## src/rtl/fifo_stream_rd_if.sv

```systemverilog
// FIFO read-side and valid/ready stream signals for fifo_stream_rd.
// The master modport is the drain stage; the slave modport is the FIFO plus downstream sink.
interface fifo_stream_rd_if #(
   parameter int DATA_WIDTH = 128,
   parameter int ADDR_WIDTH = 12
);
   logic [ADDR_WIDTH:0]   fifo_data_count;
   logic                  fifo_rd_en;
   logic [DATA_WIDTH-1:0] fifo_dout;
   logic                  m_valid;
   logic                  m_ready;
   logic [DATA_WIDTH-1:0] m_data;
   logic                  m_last;

   modport master (
      input  fifo_data_count, fifo_dout, m_ready,
      output fifo_rd_en, m_valid, m_data, m_last
   );

   modport slave (
      output fifo_data_count, fifo_dout, m_ready,
      input  fifo_rd_en, m_valid, m_data, m_last
   );
endinterface

```

## src/rtl/fifo_stream_rd.sv

```systemverilog
// Drains a 1-cycle-latency synchronous FIFO into a framed valid/ready stream.
// A 3-entry skid buffer plus an in-flight credit keeps m_ready off the fifo_rd_en path.
module fifo_stream_rd #(
   parameter int DATA_WIDTH = 128,
   parameter int ADDR_WIDTH = 12,
   parameter int PKT_LEN    = 16
) (
   input  logic                  clk,
   input  logic                  srst,
   fifo_stream_rd_if.master      bus,
   output logic [1:0]            buf_count,
   output logic [31:0]           beat_total
);

   localparam logic [15:0] LAST_IDX = 16'(PKT_LEN - 1);

   logic [DATA_WIDTH-1:0] mem [3];
   logic [1:0]            wr_ptr;
   logic [1:0]            rd_ptr;
   logic                  inflight;
   logic [15:0]           beat_idx;
   logic                  credit_ok;
   logic                  pop;

   // Credit counts the word already requested but not yet captured, so the buffer never overflows.
   always_comb begin
      credit_ok      = ({1'b0, buf_count} + {2'b00, inflight}) < 3'd3;
      bus.fifo_rd_en = srst && (bus.fifo_data_count != '0) && credit_ok;
      bus.m_valid    = (buf_count != 2'd0);
      bus.m_data     = mem[rd_ptr];
      bus.m_last     = bus.m_valid && (beat_idx == LAST_IDX);
      pop            = bus.m_valid && bus.m_ready;
   end

   always_ff @(posedge clk or negedge srst) begin
      if (!srst) begin
         for (int unsigned i = 0; i < 3; i++) mem[i] <= '0;
         wr_ptr     <= '0;
         rd_ptr     <= '0;
         inflight   <= 1'b0;
         buf_count  <= '0;
         beat_idx   <= '0;
         beat_total <= '0;
      end else begin
         inflight <= bus.fifo_rd_en;

         if (inflight) begin
            mem[wr_ptr] <= bus.fifo_dout;
            wr_ptr      <= (wr_ptr == 2'd2) ? 2'd0 : wr_ptr + 2'd1;
         end

         if (pop) begin
            rd_ptr     <= (rd_ptr == 2'd2) ? 2'd0 : rd_ptr + 2'd1;
            beat_total <= beat_total + 32'd1;
            beat_idx   <= (beat_idx == LAST_IDX) ? 16'd0 : beat_idx + 16'd1;
         end

         case ({inflight, pop})
            2'b10:   buf_count <= buf_count + 2'd1;
            2'b01:   buf_count <= buf_count - 2'd1;
            default: buf_count <= buf_count;
         endcase
      end
   end

endmodule

```

## src/flat_wrapper.sv

```systemverilog
// flat-port wrapper written by rule: the top's interface ports become plain ports
module fifo_stream_rd_flat 
#(
   parameter int DATA_WIDTH = 128,
   parameter int ADDR_WIDTH = 12,
   parameter int PKT_LEN    = 16
)
  (clk, srst, buf_count, beat_total, bus_fifo_data_count, bus_fifo_dout, bus_m_ready, bus_fifo_rd_en, bus_m_valid, bus_m_data, bus_m_last);
  fifo_stream_rd_if #(.DATA_WIDTH(DATA_WIDTH), .ADDR_WIDTH(ADDR_WIDTH)) bus_i ();
  input  logic clk;
  input  logic srst;
  output logic [1:0] buf_count;
  output logic [31:0] beat_total;
  input wire logic [$bits(bus_i.fifo_data_count)-1:0] bus_fifo_data_count;
  input wire logic [$bits(bus_i.fifo_dout)-1:0] bus_fifo_dout;
  input wire logic [$bits(bus_i.m_ready)-1:0] bus_m_ready;
  output wire logic [$bits(bus_i.fifo_rd_en)-1:0] bus_fifo_rd_en;
  output wire logic [$bits(bus_i.m_valid)-1:0] bus_m_valid;
  output wire logic [$bits(bus_i.m_data)-1:0] bus_m_data;
  output wire logic [$bits(bus_i.m_last)-1:0] bus_m_last;
  assign bus_i.fifo_data_count = bus_fifo_data_count;
  assign bus_i.fifo_dout = bus_fifo_dout;
  assign bus_i.m_ready = bus_m_ready;
  assign bus_fifo_rd_en = bus_i.fifo_rd_en;
  assign bus_m_valid = bus_i.m_valid;
  assign bus_m_data = bus_i.m_data;
  assign bus_m_last = bus_i.m_last;
  fifo_stream_rd #(.DATA_WIDTH(DATA_WIDTH), .ADDR_WIDTH(ADDR_WIDTH), .PKT_LEN(PKT_LEN)) u_core (.clk(clk), .srst(srst), .bus(bus_i), .buf_count(buf_count), .beat_total(beat_total));
endmodule
```

## config.mk

```make
export PLATFORM = sky130hd
export DESIGN_NAME = fifo_stream_rd_flat
export DESIGN_NICKNAME = d
export VERILOG_FILES = /design/src/rtl/fifo_stream_rd_if.sv /design/src/rtl/fifo_stream_rd.sv /design/src/flat_wrapper.sv
export SDC_FILE = /design/constraint.sdc
export NUM_CORES = 1
export LEC_CHECK = 0
export CAP_MARGIN = 15
export CORE_UTILIZATION = 40
export CTS_CLUSTER_DIAMETER = 60
export DETAILED_ROUTE_END_ITERATION = 7
export SYNTH_ARGS = -nofsm -noshare
export SYNTH_HDL_FRONTEND = slang
export SYNTH_SLANG_ARGS = --single-unit
```

## constraint.sdc

```tcl
create_clock -name clk -period 1.67 [get_ports clk]
set_input_delay 0.2505 -clock clk [delete_from_list [all_inputs] [get_ports clk]]
set_output_delay 0.2505 -clock clk [all_outputs]
set_load 0.05 [all_outputs]
```

==> reports/results.env <==
CLOCK_BUFFER_COUNT=75
FINAL_CRITICAL_PATH_SETUP_SLACK_PS=-657.1
DOMINANT_CLASS_BY_AREA='registers'
CTS-BUFFERS-INSERTED=50
MIN-DELAY-PATH-CLASS='input pin to asynchronous set/reset pin'
CLOCK-SINKS=439
DIE_WIDTH_UM=221.8
LAYOUT.AREA.SEQ_SQ_MM=0.01102
REG2REG_DEPTH=9
LAYOUT.NETS=2095
RESULT_OF_THE_RUN='finished, violations left'
PLACE_INST=2430
CP_NUM_BUF_INV=4
SIGNAL_BUFFER_AREA_FRACTION_PCT=23.76
DETAILEDPLACEMENTHPWL_UM=34250
CRITICAL-PATH-SLOWEST-CELL='dfrtp_4'
DP_SLACK_PS=-244.2
CRITICAL_PATH.ENDPOINT_TYPE='output pin'
GLOBAL_ROUTE_WIRE_LENGTH_BEFORE_REPAIR_UM=80740
SYNTH.TOP_CELLS.BY_COUNT='dfrtp_1 (439), mux2_2 (384), nand2_1 (150)'
R2R-END='u_core.buf_count[1]'
AREA.COMBINATIONAL_SQ_MM=0.009731
TOOL_WARNINGS=29
CP_MAX_FO=5
HOLD_VIOL=0
FINAL-CLK-CELL-SHARE_PCT=5.249
EDF_COUNT=0
GRT_OVERFLOW_TOTAL=0
SEQAREAFRACTION_PCT=36.30
SYNTH-CELLS-YOSYS=1474
CORE.ROWCOUNT=80
CLK-INSERTION-DELAY-LATE_PS=590
ROUTED_WIRE_LENGTH_PER_INSTANCE_UM=20.90
FINAL.SETUP.TNS_PS=-78700
YS_DOMINANT_REG_CELL='dfrtp_1'
INV_COUNT=5
CRIT_PATH_CELL_TRACE='nor2b_4, buf_12, buf_12, buf_16, nand2_2, o21ai_2, buf_12'
TOP_CELLS_AREA='dfrtp_1 (57%), mux2_2 (22%), mux2i_1 (6.6%)'
SYNTH-SEQ-CELLS=439
VIOLATIONS='negative setup slack'
FINALSETUPVIOLCOUNT=269
GRT_ANTENNA_BEFORE_REPAIR=5
TRITONCTS='built'
FLOORPLAN.TAPCELLS=615
MOSTFREQUENTLAYOUTCELL='dfrtp_1'
SYNTHARSTFLOPSHARE_PCT=100.0
GRT_START_MAX_NET_PINS=76
SYNTH-SEQ-AREA-SHARE_PCT=56.87
GRT_SETUP_UNREPAIRED='true'
SLEW_HEADROOM_PCT=71.80
REG2REG_SETUP_SLACK_PS=-70
GRT_UTIL_ALL_LAYERS_PCT=20.85
FINAL_MIN_PERIOD_OVER_CLOCK_PERIOD_PCT=139.3
GRT_PASS1_VIAS=14000
[how the worst max path moves through the flow]
stage                     slack [ps]               endpoint             start  cells after the start
final                           -660         bus_m_data[64]  u_core.rd_ptr[1]                      7
after global placement          -220  u_core.beat_total[17]       bus_m_ready                      5
after CTS                       -670          bus_m_data[8]  u_core.rd_ptr[1]                      7
after floorplan                 -230        bus_m_data[119]  u_core.rd_ptr[1]                      5
after detailed placement        -240  u_core.beat_total[17]       bus_m_ready                      5
after global routing            -720         bus_m_data[70]  u_core.rd_ptr[1]                      7
[kinds of logic (layout without fill, tap and decap cells)]
family	after synthesis	after routing	synth area share [%]
mux	512	512	29.02
flops	439	439	56.87
buf+inv	92	600	2.118
simple gates	242	245	5.862
xor+xnor	47	47	2.131
other cells	0	2	0
compound gates	137	137	3.679
fa+ha+maj	5	5	0.3239
[sequential cells by signal, summed over array words and instances (netlist names)]
name               count
u_core.mem           384
u_core.beat_total     32
u_core.beat_idx       16
u_core.buf_count       2
u_core.rd_ptr          2
u_core.wr_ptr          2
u_core.inflight        1
[repair_timing]
action | in CTS | in global routing
gates resized | 139 | 159
cloned | 7 | 27
endpoints found under the hold margin | 49 | 0
buffers inserted | 20 | 27
pin swaps | 29 | 38
hold buffers | 1 | 0
setup endpoints to repair | 137 | 337
[metal layers]
metal / GRT usage [%] / wire length (um)
met3: 5.009 / 2945
met1: 27.24 / 23370
met4: 6.272 / 1214
met2: 34.33 / 26830
met5: 0 / 37
[worst register-to-register path, delay by kind of cell, from the launching register on]
kind / cells / cell delay [ps]
AND-OR/OR-AND: 1 / 190
XOR/XNOR: 2 / 260
adder cells (fa/ha/maj): 1 / 150
buffers and inverters: 4 / 450
flip-flops: 1 / 510
AND/OR/NAND/NOR: 1 / 110
Fig. 1: placed standard cells
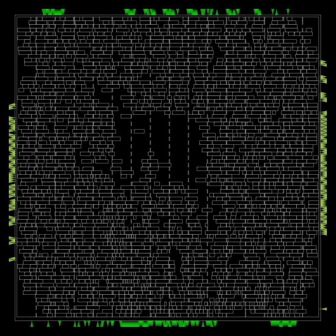
Final Instance Count excl. Fillers: 2602
sequential cells: 439

Fig. 2: I/O nets highlighted
(1.5 px per um)
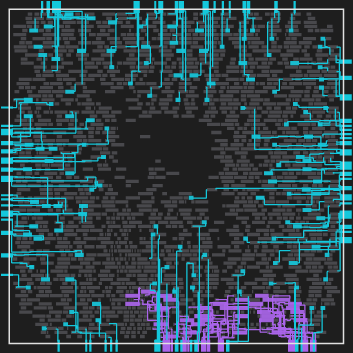
cyan -> bus_m_data  # bits 128, direction output, end cells 128, buffers 128, wire 4990 um
purple -> beat_total  # bits 32, direction output, end cells 32, buffers 34, wire 1600 um
number of buffers inserted by port buffering: 308
count of boundary I/O pins: 309

Fig. 3: met1 routing
(2 px per um) Supply wires on this layer in grey.
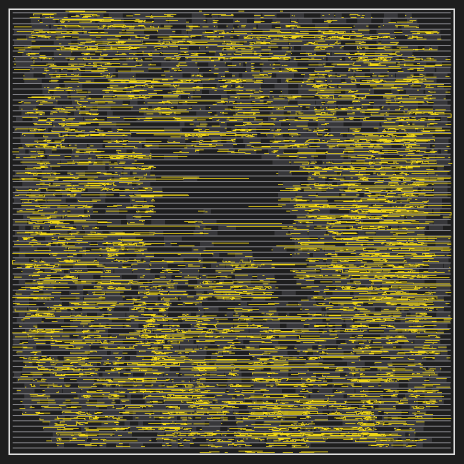
nets with wire on the layer = 1902
share of all routed wire = 43%
final wirelength: 54390 um
met1 Use GR: 27.24%
total via count in the routed design: 13520

Fig. 4: cell area per tile
(1.5 px per um) 22 x 22 tiles, from dark blue (low) to red (high), 0 to 100% covered.
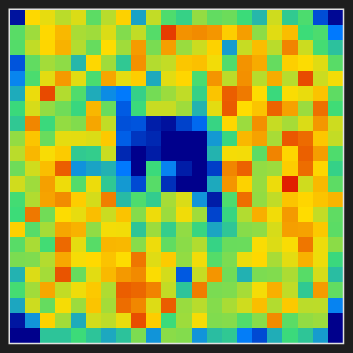
densest ninth of the die = east
emptiest ninth of the die = centre
mean over tiles = 60%
nearly empty tiles = 3.3%
fullest tile = 97%
FP Util: 40.54%
core utilization of the finished layout: 63.74%
Core Area: 0.04765 sq mm

Fig. 5: sizing map
(1.5 px per um)
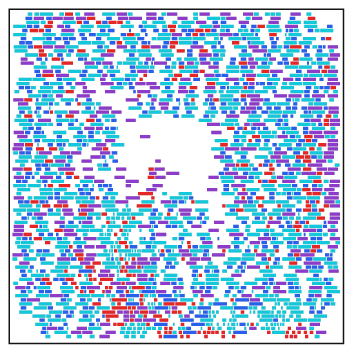
cyan -> drive 1 or less  # cells 858
red -> drive 3 to 4  # cells 266
blue -> drive 2  # cells 547
purple -> drive 6 and up  # cells 314
final worst setup slack: -657.1 ps
Layout Cell Area excl Fill: 0.03037 sq mm
Non-CTS buffers: 504
area grow syn2layout: 57.21%

